==> config.mk <==
export PLATFORM = sky130hd
export DESIGN_NAME = rptr_empty_lvl_flat
export DESIGN_NICKNAME = d
export VERILOG_FILES = /design/src/rtl/rptr_empty_lvl_pkg.sv /design/src/rtl/rptr_empty_lvl_if.sv /design/src/rtl/rptr_empty_lvl_gray2bin.sv /design/src/rtl/rptr_empty_lvl.sv /design/src/flat_wrapper.sv
export SDC_FILE = /design/constraint.sdc
export NUM_CORES = 1
export LEC_CHECK = 0
export CORE_MARGIN = 2
export CORE_UTILIZATION = 50
export DETAILED_ROUTE_END_ITERATION = 12
export PLACE_DENSITY = 0.87
export SLEW_MARGIN = 5
export SYNTH_ARGS = -nofsm -noshare
export SYNTH_HDL_FRONTEND = slang
export SYNTH_SLANG_ARGS = --single-unit
==> constraint.sdc <==
create_clock -name rclk -period 4.5 [get_ports rclk]
set_clock_uncertainty 0.1 [all_clocks]
set_input_delay 0.9 -clock rclk [delete_from_list [all_inputs] [get_ports rclk]]
set_output_delay 0.9 -clock rclk [all_outputs]
set_load 0.01 [all_outputs]
==> src/rtl/rptr_empty_lvl_pkg.sv <==
// Shared FIFO constants and pointer helpers, common to the read- and write-side pointer blocks.
package rptr_empty_lvl_pkg;

  localparam int unsigned DefAddrSize = 4;

  // Pointers carry one extra wrap bit beyond the RAM address.
  function automatic int unsigned ptr_w(input int unsigned addr_size);
    return addr_size + 1;
  endfunction

endpackage

==> src/rtl/rptr_empty_lvl_if.sv <==
// Read-side FIFO pointer bus: requests and synced write pointer in, address/status out.
interface rptr_empty_lvl_if
  import rptr_empty_lvl_pkg::*;
#(
  parameter int unsigned ADDRSIZE = DefAddrSize
);

  logic                rinc;
  logic                rflush;
  logic                rclr_err;
  logic [ADDRSIZE:0]   rq2_wptr;
  logic [ADDRSIZE-1:0] raddr;
  logic [ADDRSIZE:0]   rptr;
  logic                rempty;
  logic                raempty;
  logic [ADDRSIZE:0]   rlevel;
  logic                rerr_underflow;

  modport master (
    output rinc, rflush, rclr_err, rq2_wptr,
    input  raddr, rptr, rempty, raempty, rlevel, rerr_underflow
  );

  modport slave (
    input  rinc, rflush, rclr_err, rq2_wptr,
    output raddr, rptr, rempty, raempty, rlevel, rerr_underflow
  );

endinterface

==> src/rtl/rptr_empty_lvl_gray2bin.sv <==
// Parametrised Gray-to-binary converter, shared by both FIFO pointer domains.
module gray2bin #(
  parameter int unsigned WIDTH = 5
) (
  input  logic [WIDTH-1:0] i_gray,
  output logic [WIDTH-1:0] o_bin
);

  // Each binary bit is the XOR of all Gray bits at or above it.
  always_comb begin
    o_bin = '0;
    for (int unsigned i = 0; i < WIDTH; i++) begin
      o_bin[i] = ^(i_gray >> i);
    end
  end

endmodule

==> src/rtl/rptr_empty_lvl.sv <==
// Read-side FIFO pointer: Gray/binary read pointer, registered empty/almost-empty,
// fill level and sticky underflow flag.
module rptr_empty_lvl
  import rptr_empty_lvl_pkg::*;
#(
  parameter int unsigned ADDRSIZE      = DefAddrSize,
  parameter int unsigned AEMPTY_THRESH = 2
) (
  input  logic                  rclk,
  input  logic                  rrst_n,
  rptr_empty_lvl_if.slave       bus
);

  localparam int unsigned PtrW = ptr_w(ADDRSIZE);

  if (AEMPTY_THRESH >= (2 ** ADDRSIZE)) begin : g_bad_thresh
    $error("AEMPTY_THRESH must be below 2**ADDRSIZE");
  end

  logic [PtrW-1:0] r_rbin;
  logic [PtrW-1:0] r_rptr;
  logic            r_rempty;
  logic            r_raempty;
  logic [PtrW-1:0] r_rlevel;
  logic            r_uflow;

  logic [PtrW-1:0] w_wbin;
  logic [PtrW-1:0] w_rbinnext;
  logic [PtrW-1:0] w_rgraynext;
  logic [PtrW-1:0] w_levelnext;
  logic            w_rd_fire;
  logic            w_uflow_set;
  logic            w_uflow_d;

  gray2bin #(
    .WIDTH (PtrW)
  ) u_wptr_g2b (
    .i_gray (bus.rq2_wptr),
    .o_bin  (w_wbin)
  );

  always_comb begin
    w_rd_fire   = bus.rinc & ~r_rempty;
    // Flush jumps straight to the write pointer, so it also suppresses underflow.
    w_uflow_set = bus.rinc & r_rempty & ~bus.rflush;
    w_uflow_d   = w_uflow_set | (r_uflow & ~bus.rclr_err);
    if (bus.rflush) begin
      w_rbinnext = w_wbin;
    end else begin
      w_rbinnext = r_rbin + {{ADDRSIZE{1'b0}}, w_rd_fire};
    end
    w_rgraynext = (w_rbinnext >> 1) ^ w_rbinnext;
    w_levelnext = w_wbin - w_rbinnext;
  end

  always_ff @(posedge rclk or negedge rrst_n) begin
    if (!rrst_n) begin
      r_rbin    <= '0;
      r_rptr    <= '0;
      r_rempty  <= 1'b1;
      r_raempty <= 1'b1;
      r_rlevel  <= '0;
      r_uflow   <= 1'b0;
    end else begin
      r_rbin    <= w_rbinnext;
      r_rptr    <= w_rgraynext;
      r_rempty  <= (w_rgraynext == bus.rq2_wptr);
      r_raempty <= (w_levelnext <= PtrW'(AEMPTY_THRESH));
      r_rlevel  <= w_levelnext;
      r_uflow   <= w_uflow_d;
    end
  end

  assign bus.raddr          = r_rbin[ADDRSIZE-1:0];
  assign bus.rptr           = r_rptr;
  assign bus.rempty         = r_rempty;
  assign bus.raempty        = r_raempty;
  assign bus.rlevel         = r_rlevel;
  assign bus.rerr_underflow = r_uflow;

endmodule

==> src/flat_wrapper.sv <==
// flat-port wrapper written by rule: the top's interface ports become plain ports
module rptr_empty_lvl_flat import rptr_empty_lvl_pkg::*;
#(
  parameter int unsigned ADDRSIZE      = DefAddrSize,
  parameter int unsigned AEMPTY_THRESH = 2
)
  (rclk, rrst_n, bus_rinc, bus_rflush, bus_rclr_err, bus_rq2_wptr, bus_raddr, bus_rptr, bus_rempty, bus_raempty, bus_rlevel, bus_rerr_underflow);
  rptr_empty_lvl_if #(.ADDRSIZE(ADDRSIZE)) bus_i ();
  input  logic rclk;
  input  logic rrst_n;
  input wire logic [$bits(bus_i.rinc)-1:0] bus_rinc;
  input wire logic [$bits(bus_i.rflush)-1:0] bus_rflush;
  input wire logic [$bits(bus_i.rclr_err)-1:0] bus_rclr_err;
  input wire logic [$bits(bus_i.rq2_wptr)-1:0] bus_rq2_wptr;
  output wire logic [$bits(bus_i.raddr)-1:0] bus_raddr;
  output wire logic [$bits(bus_i.rptr)-1:0] bus_rptr;
  output wire logic [$bits(bus_i.rempty)-1:0] bus_rempty;
  output wire logic [$bits(bus_i.raempty)-1:0] bus_raempty;
  output wire logic [$bits(bus_i.rlevel)-1:0] bus_rlevel;
  output wire logic [$bits(bus_i.rerr_underflow)-1:0] bus_rerr_underflow;
  assign bus_i.rinc = bus_rinc;
  assign bus_i.rflush = bus_rflush;
  assign bus_i.rclr_err = bus_rclr_err;
  assign bus_i.rq2_wptr = bus_rq2_wptr;
  assign bus_raddr = bus_i.raddr;
  assign bus_rptr = bus_i.rptr;
  assign bus_rempty = bus_i.rempty;
  assign bus_raempty = bus_i.raempty;
  assign bus_rlevel = bus_i.rlevel;
  assign bus_rerr_underflow = bus_i.rerr_underflow;
  rptr_empty_lvl #(.ADDRSIZE(ADDRSIZE), .AEMPTY_THRESH(AEMPTY_THRESH)) u_core (.rclk(rclk), .rrst_n(rrst_n), .bus(bus_i));
endmodule
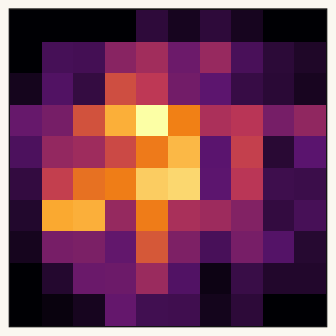
Figure 1: run 1, routed metal per tile.
10 x 10 tiles, from black (low) to pale yellow (high), scaled to the fullest tile. Values are wire area over tile area, all layers added.
The fullest tile reaches 0.44. 11% of the tiles are nearly empty. The densest ninth of the die: middle. 19% of the tiles are over half the peak. The mean over all tiles is 0.13.
routed vias: 712
Routed WL per cell: 13.1 um

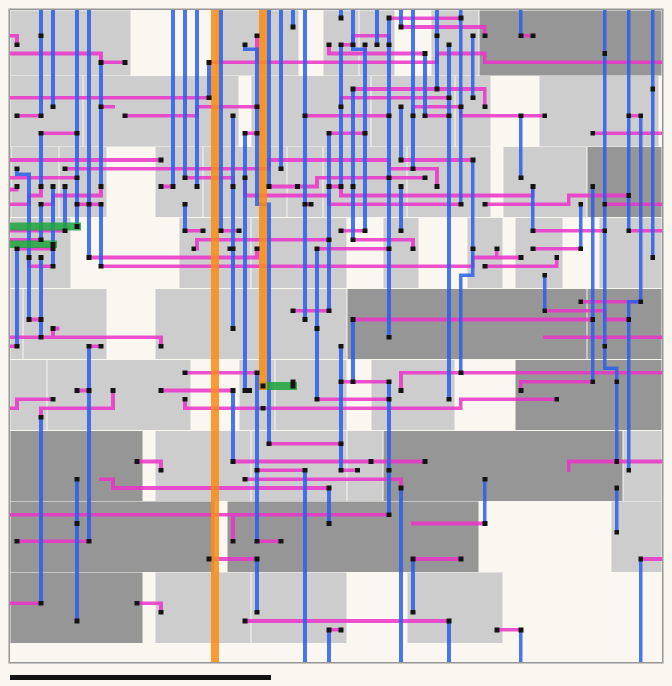
Figure 2: run 1, layout detail.
Bar = 10 um. Region (11, 2) to (36, 27) um. Cells in grey, sequential cells in the stronger grey; small squares are vias.
M1: marked magenta. M3: marked green. M2: marked blue. M4: marked orange.
Netlist names of flops here include `u_core.bus.rlevel` (5). Most frequent: clkdlybuf4s50_1 (7), dfrtp_1 (6). Sequential cells in the window: 8. 48 logic cells have their middle in the window.

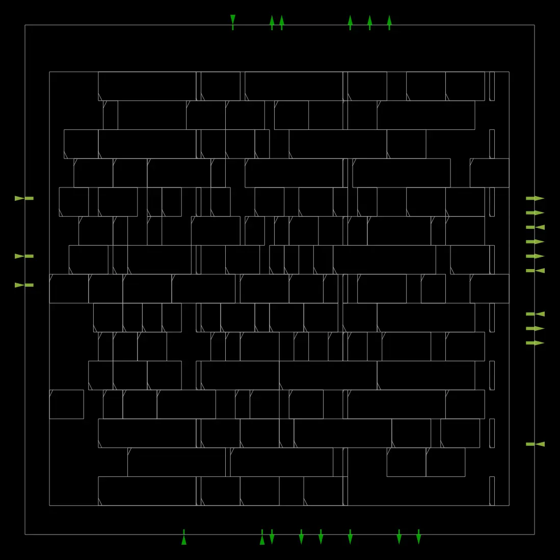
Figure 3: run 1, placed standard cells.
row count: 15
Final Util: 72.4%
Fillers: 140

==> results.sh, run 1 <==
# source this file to load flow results
export IMPL_status="complete, no violations"
export IMPL_pg_seq_mw=0.231
export IMPL_cts_hold_buf=0
export IMPL_synth_seq_share_pct=44.4
export IMPL_grt_max_degree=18
export IMPL_hp_start="u_core.bus.rerr_underflow"
export IMPL_die_h_um=47.9
export IMPL_worstPathRequired_ps=4580
export IMPL_fmax_mhz=253
export IMPL_fp_util_pct=54.7
export IMPL_final_area_sq_um=1280
export IMPL_p_comb_mw=0.358
export IMPL_path_cells="clkdlybuf4s50_1, xor2_2, xnor2_2, xor2_2, xor2_1, o21ai_0, ha_1, fa_1, nor3b_1, a311oi_1, xor2_1, a2111oi_2"
export IMPL_clock_buffers=4
export IMPL_yosysMostFrequentCell="dfrtp_1"
export IMPL_ys_chip_area_sq_um=965
export IMPL_hold_end="u_core.bus.rerr_underflow"
export IMPL_path_class="input port to register"
export IMPL_buffers=26
export IMPL_post_cts_buffers=0
export IMPL_cts_resized=0
export IMPL_use_met1_pct=27.0
export IMPL_comb_cells=61
export IMPL_min_delay_path_depth=1
export IMPL_setup_viol=0
export IMPL_warning_count=26
export IMPL_cp_top_family="XOR/XNOR gates"
export IMPL_pwr_share_seq_pct=34.5
export IMPL_rr_endpoint="u_core.bus.raempty"
export IMPL_flops=17
export IMPL_power_total_mw=0.668
export IMPL_comb_share_pct=38.7
export IMPL_placed_cell_area_sq_um=1250
export IMPL_slowest_stage="clkdlybuf4s50_1"
export IMPL_worst_slack_ps=545
export IMPL_num_nonclk_inverters=10
export IMPL_cts_tree="built"
export IMPL_routed_wl_um=1870
export IMPL_largest_class="multi-input combinational cells"
export IMPL_dr_wl_met2_um=881
export IMPL_ant_nets=0
export IMPL_grt_pass1_wl_um=2900
export IMPL_top_area_cell="dfrtp_1"
export IMPL_worst_skew_pair_late_latency_ps=290
export IMPL_drive_above_1_share_pct=10.2
export IMPL_flop_area_sq_um=428
export IMPL_gp_congestion=0.783
export IMPL_end_kind="register"
export IMPL_drt_pass1_iter_count=5
export IMPL_rr_worst_depth=11
export IMPL_syn_area_sq_um=965
export IMPL_synth_cells=89
export IMPL_drt_initial_drc_count=15
export IMPL_antenna_found_initial=0
export IMPL_leakage_nw=0.557
export IMPL_combPwrFrac_pct=53.6
export IMPL_ys_types=31
export IMPL_io_pins=27
export IMPL_met3WireLength_um=66
export IMPL_yosys_area_share_xor_xnor_pct=19.5
export IMPL_rsz0062_at_grt="no"
export IMPL_max_slew_margin_pct=51.2
export IMPL_synthAdderAreaFrac_pct=8.56
export IMPL_synth_nets=105
export IMPL_cap_violations=0
export IMPL_grt_pass1_vias=626
export IMPL_wl_met1_um=864
export IMPL_layout_nonclk_buf_share_pct=20.4
export IMPL_nWellTaps=25
export IMPL_clkTransAtPathRegs_ps=90
export IMPL_grt_use_met2_pct=29.3
export IMPL_synthTopCellsByArea="dfrtp_1, xor2_1, ha_1, dfstp_2, xnor2_1"
export IMPL_ff_type="dfrtp_1"
export IMPL_lay_top_cells="clkdlybuf4s50_1, dfrtp_1, inv_1"
export IMPL_fin_crit_ps=3960
export IMPL_seq_cell_share_pct=33.5
export IMPL_power_largest_group="combinational logic"
export IMPL_ff2ff_setup_slack_ps=1560
export IMPL_min_delay_path_class="register to register"
export IMPL_fp_coreArea_sq_um=1760
export IMPL_top_layer="met4"
export IMPL_numCtsBuffers=3
export IMPL_async_reset_ff_share_pct=100
export IMPL_track_usage_pct=19.7
export IMPL_mux_share_pct=2.08
export IMPL_pwr_density_cell_nw_per_um2=523
export IMPL_synth_top_area_share_pct=38.9
export IMPL_crit_buf_inv=1
export IMPL_synth_top_cells_by_count="dfrtp_1, inv_1, xor2_1"
export IMPL_grt_overflow=0
export IMPL_ys_sh_aoi_pct=10.2
export IMPL_fin_cells=143
export IMPL_dieArea_sq_um=2300
export IMPL_port_buffers=26
export IMPL_cts_root_buf="clkbuf_4"
export IMPL_slew_violations=0
export IMPL_met3_usage_pct=1.13
export IMPL_swShare_pct=36.0
export IMPL_tightest_slew_ps=729
export IMPL_critPathLaunch="bus_rq2_wptr[4]"
export IMPL_lay_top_count="clkdlybuf4s50_1"
export IMPL_internal_power_mw=0.428
export IMPL_fin_worst_hold_slack_ps=402
export IMPL_final_clk_cell_share_pct=2.06
export IMPL_ys_sh_simple_pct=10.9
export IMPL_cts_sinks=17
export IMPL_h_tree_depth=1
export IMPL_area_delta_synth_final_pct=32.4
export IMPL_syn_avg_cell_area_sq_um=10.8
export IMPL_setup_tns_ps=0
export IMPL_dp_hpwl_um=1510
export IMPL_period_used_pct=87.9
export IMPL_ys_cells=89
export IMPL_pre_cts_slack_ps=220
export IMPL_fp_dieW_um=47.9
export IMPL_edf_count=0
export IMPL_switchingPower_mw=0.240
export IMPL_remaining_drc_errors=0
==> run 2: changes to the inputs <==
--- a/config.mk
+++ b/config.mk
@@ -5,6 +5,7 @@
 export SDC_FILE = /design/constraint.sdc
 export NUM_CORES = 1
 export LEC_CHECK = 0
+export ABC_CLOCK_PERIOD_IN_PS = 4500
 export CORE_MARGIN = 2
 export CORE_UTILIZATION = 50
 export DETAILED_ROUTE_END_ITERATION = 12
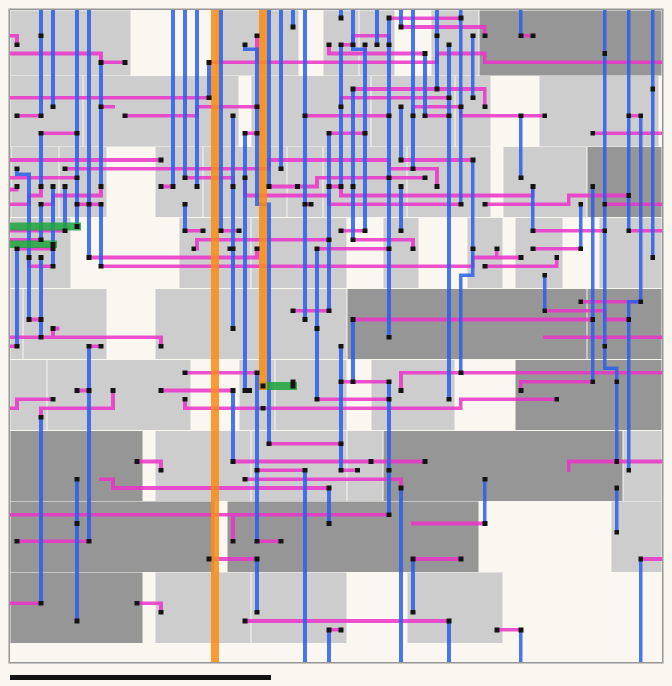
Figure 4: run 2, layout detail.
Bar = 10 um. Region (11, 2) to (36, 27) um. Cells in grey, sequential cells in the stronger grey; small squares are vias.
M4: marked orange. M1: marked magenta. M2: marked blue. M3: marked green.
Netlist names of flops here include `u_core.bus.rlevel` (5). Most frequent: clkdlybuf4s50_1 (7), dfrtp_1 (6). 48 logic cells have their middle in the window. Sequential cells in the window: 8.

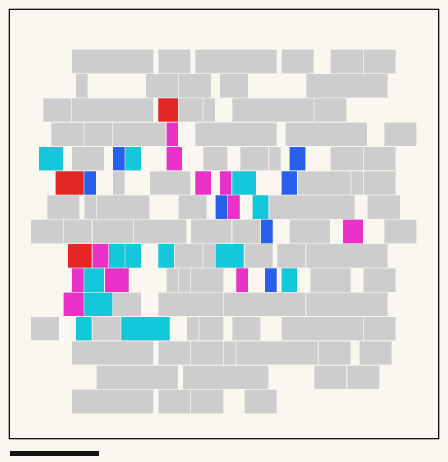
Figure 5: run 2, selected gate families.
Bar = 10 um.
and/or cells: marked red, cells 3. nor cells: marked magenta, cells 11. nand cells: marked blue, cells 7. aoi and oai cells: marked cyan, cells 13.
logic share of the area: 38.7%
Top cell excl fill/tap: clkdlybuf4s50_1
Post-Layout Cell Count: 143

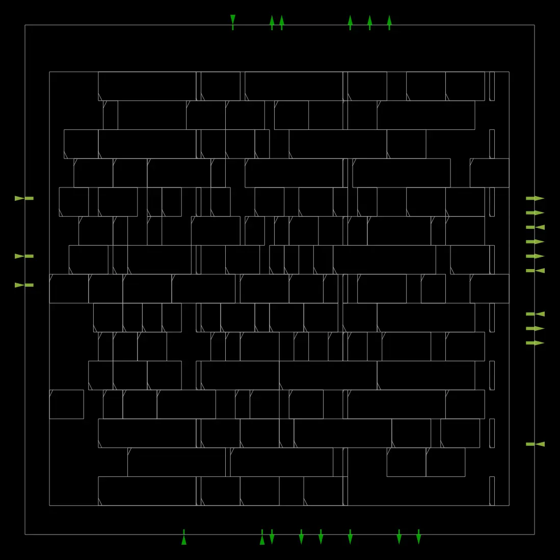
Figure 6: run 2, placed standard cells.
Core Area: 1760 sq um
sequential share of cell area: 33.5%

==> results.sh, run 2 <==
# source this file to load flow results
export IMPL_port_buffers=26
export IMPL_synth_nets=105
export IMPL_final_clk_cell_share_pct=2.06
export IMPL_mux_share_pct=2.08
export IMPL_area_delta_synth_final_pct=32.4
export IMPL_post_drt_wl_per_cell_um=13.1
export IMPL_wl_met1_um=864
export IMPL_grt_pass1_wl_um=2900
export IMPL_power_frac_clock_pct=11.9
export IMPL_critPathLaunch="bus_rq2_wptr[4]"
export IMPL_fin_crit_ps=3960
export IMPL_leakage_nw=0.557
export IMPL_post_cts_buffers=0
export IMPL_lay_top_cells="clkdlybuf4s50_1, dfrtp_1, inv_1"
export IMPL_yosysMostFrequentCell="dfrtp_1"
export IMPL_drt_initial_drc_count=15
export IMPL_cts_resized=0
export IMPL_rows=15
export IMPL_path_cells="clkdlybuf4s50_1, xor2_2, xnor2_2, xor2_2, xor2_1, o21ai_0, ha_1, fa_1, nor3b_1, a311oi_1, xor2_1, a2111oi_2"
export IMPL_fp_dieW_um=47.9
export IMPL_edf_count=0
export IMPL_hold_end="u_core.bus.rerr_underflow"
export IMPL_min_delay_path_depth=1
export IMPL_slew_violations=0
export IMPL_hp_start="u_core.bus.rerr_underflow"
export IMPL_ys_sh_aoi_pct=10.2
export IMPL_cts_root_buf="clkbuf_4"
export IMPL_ys_sh_simple_pct=10.9
export IMPL_cts_tree="built"
export IMPL_power_largest_group="combinational logic"
export IMPL_ff2ff_setup_slack_ps=1560
export IMPL_buffers=26
export IMPL_synth_top_area_share_pct=38.9
export IMPL_use_met1_pct=27.0
export IMPL_layout_nonclk_buf_share_pct=20.4
export IMPL_track_usage_pct=19.7
export IMPL_tightest_slew_ps=729
export IMPL_power_total_mw=0.668
export IMPL_grt_overflow=0
export IMPL_synth_seq_share_pct=44.4
export IMPL_die_h_um=47.9
export IMPL_fin_worst_hold_slack_ps=402
export IMPL_drt_pass1_iter_count=5
export IMPL_antenna_found_initial=0
export IMPL_num_nonclk_inverters=10
export IMPL_worstPathRequired_ps=4580
export IMPL_flops=17
export IMPL_cts_sinks=17
export IMPL_grt_max_degree=18
export IMPL_routed_wl_um=1870
export IMPL_async_reset_ff_share_pct=100
export IMPL_reg2reg_from="u_core.bus.rempty"
export IMPL_cts_hold_buf=0
export IMPL_worst_skew_pair_late_latency_ps=290
export IMPL_remaining_drc_errors=0
export IMPL_h_tree_depth=1
export IMPL_synthTopCellsByArea="dfrtp_1, xor2_1, ha_1, dfstp_2, xnor2_1"
export IMPL_pwr_share_seq_pct=34.5
export IMPL_path_class="input port to register"
export IMPL_rsz0062_at_grt="no"
export IMPL_nWellTaps=25
export IMPL_ys_chip_area_sq_um=965
export IMPL_gp_congestion=0.783
export IMPL_grt_pass1_vias=626
export IMPL_switchingPower_mw=0.240
export IMPL_warning_count=26
export IMPL_fmax_mhz=253
export IMPL_post_drt_via_cell_ratio=4.98
export IMPL_syn_avg_cell_area_sq_um=10.8
export IMPL_pg_seq_mw=0.231
export IMPL_internal_power_mw=0.428
export IMPL_final_area_sq_um=1280
export IMPL_ys_types=31
export IMPL_synthAdderAreaFrac_pct=8.56
export IMPL_met3_usage_pct=1.13
export IMPL_setup_viol=0
export IMPL_syn_area_sq_um=965
export IMPL_status="complete, no violations"
export IMPL_setup_tns_ps=0
export IMPL_largest_class="multi-input combinational cells"
export IMPL_ff_type="dfrtp_1"
export IMPL_slowest_stage="clkdlybuf4s50_1"
export IMPL_dr_wl_met2_um=881
export IMPL_ant_nets=0
export IMPL_dieArea_sq_um=2300
export IMPL_dp_hpwl_um=1510
export IMPL_max_slew_margin_pct=51.2
export IMPL_synth_cells=89
export IMPL_clock_buffers=4
export IMPL_rr_worst_depth=11
export IMPL_period_used_pct=87.9
export IMPL_ys_ff=17
export IMPL_top_area_cell="dfrtp_1"
export IMPL_synth_top_cells_by_count="dfrtp_1, inv_1, xor2_1"
export IMPL_clkTransAtPathRegs_ps=90
export IMPL_ys_cells=89
export IMPL_numCtsBuffers=3
export IMPL_top_layer="met4"
export IMPL_min_delay_path_class="register to register"
export IMPL_end_kind="register"
export IMPL_worst_slack_ps=545
export IMPL_swShare_pct=36.0
export IMPL_num_vias=712
export IMPL_comb_cells=61
export IMPL_rr_endpoint="u_core.bus.raempty"
export IMPL_crit_buf_inv=1
export IMPL_yosys_area_share_xor_xnor_pct=19.5
export IMPL_n_fill_cell=140
export IMPL_placed_cell_area_sq_um=1250
export IMPL_io_pins=27
export IMPL_flop_area_sq_um=428
export IMPL_cap_violations=0
export IMPL_fp_util_pct=54.7
export IMPL_pre_cts_slack_ps=220
export IMPL_ir_drop_v=0.000368
export IMPL_grt_use_met2_pct=29.3
export IMPL_pwr_density_cell_nw_per_um2=523
export IMPL_met3WireLength_um=66
export IMPL_final_core_util_pct=72.4
export IMPL_drive_above_1_share_pct=10.2
export IMPL_p_comb_mw=0.358
export IMPL_cp_top_family="XOR/XNOR gates"
export IMPL_combPwrFrac_pct=53.6
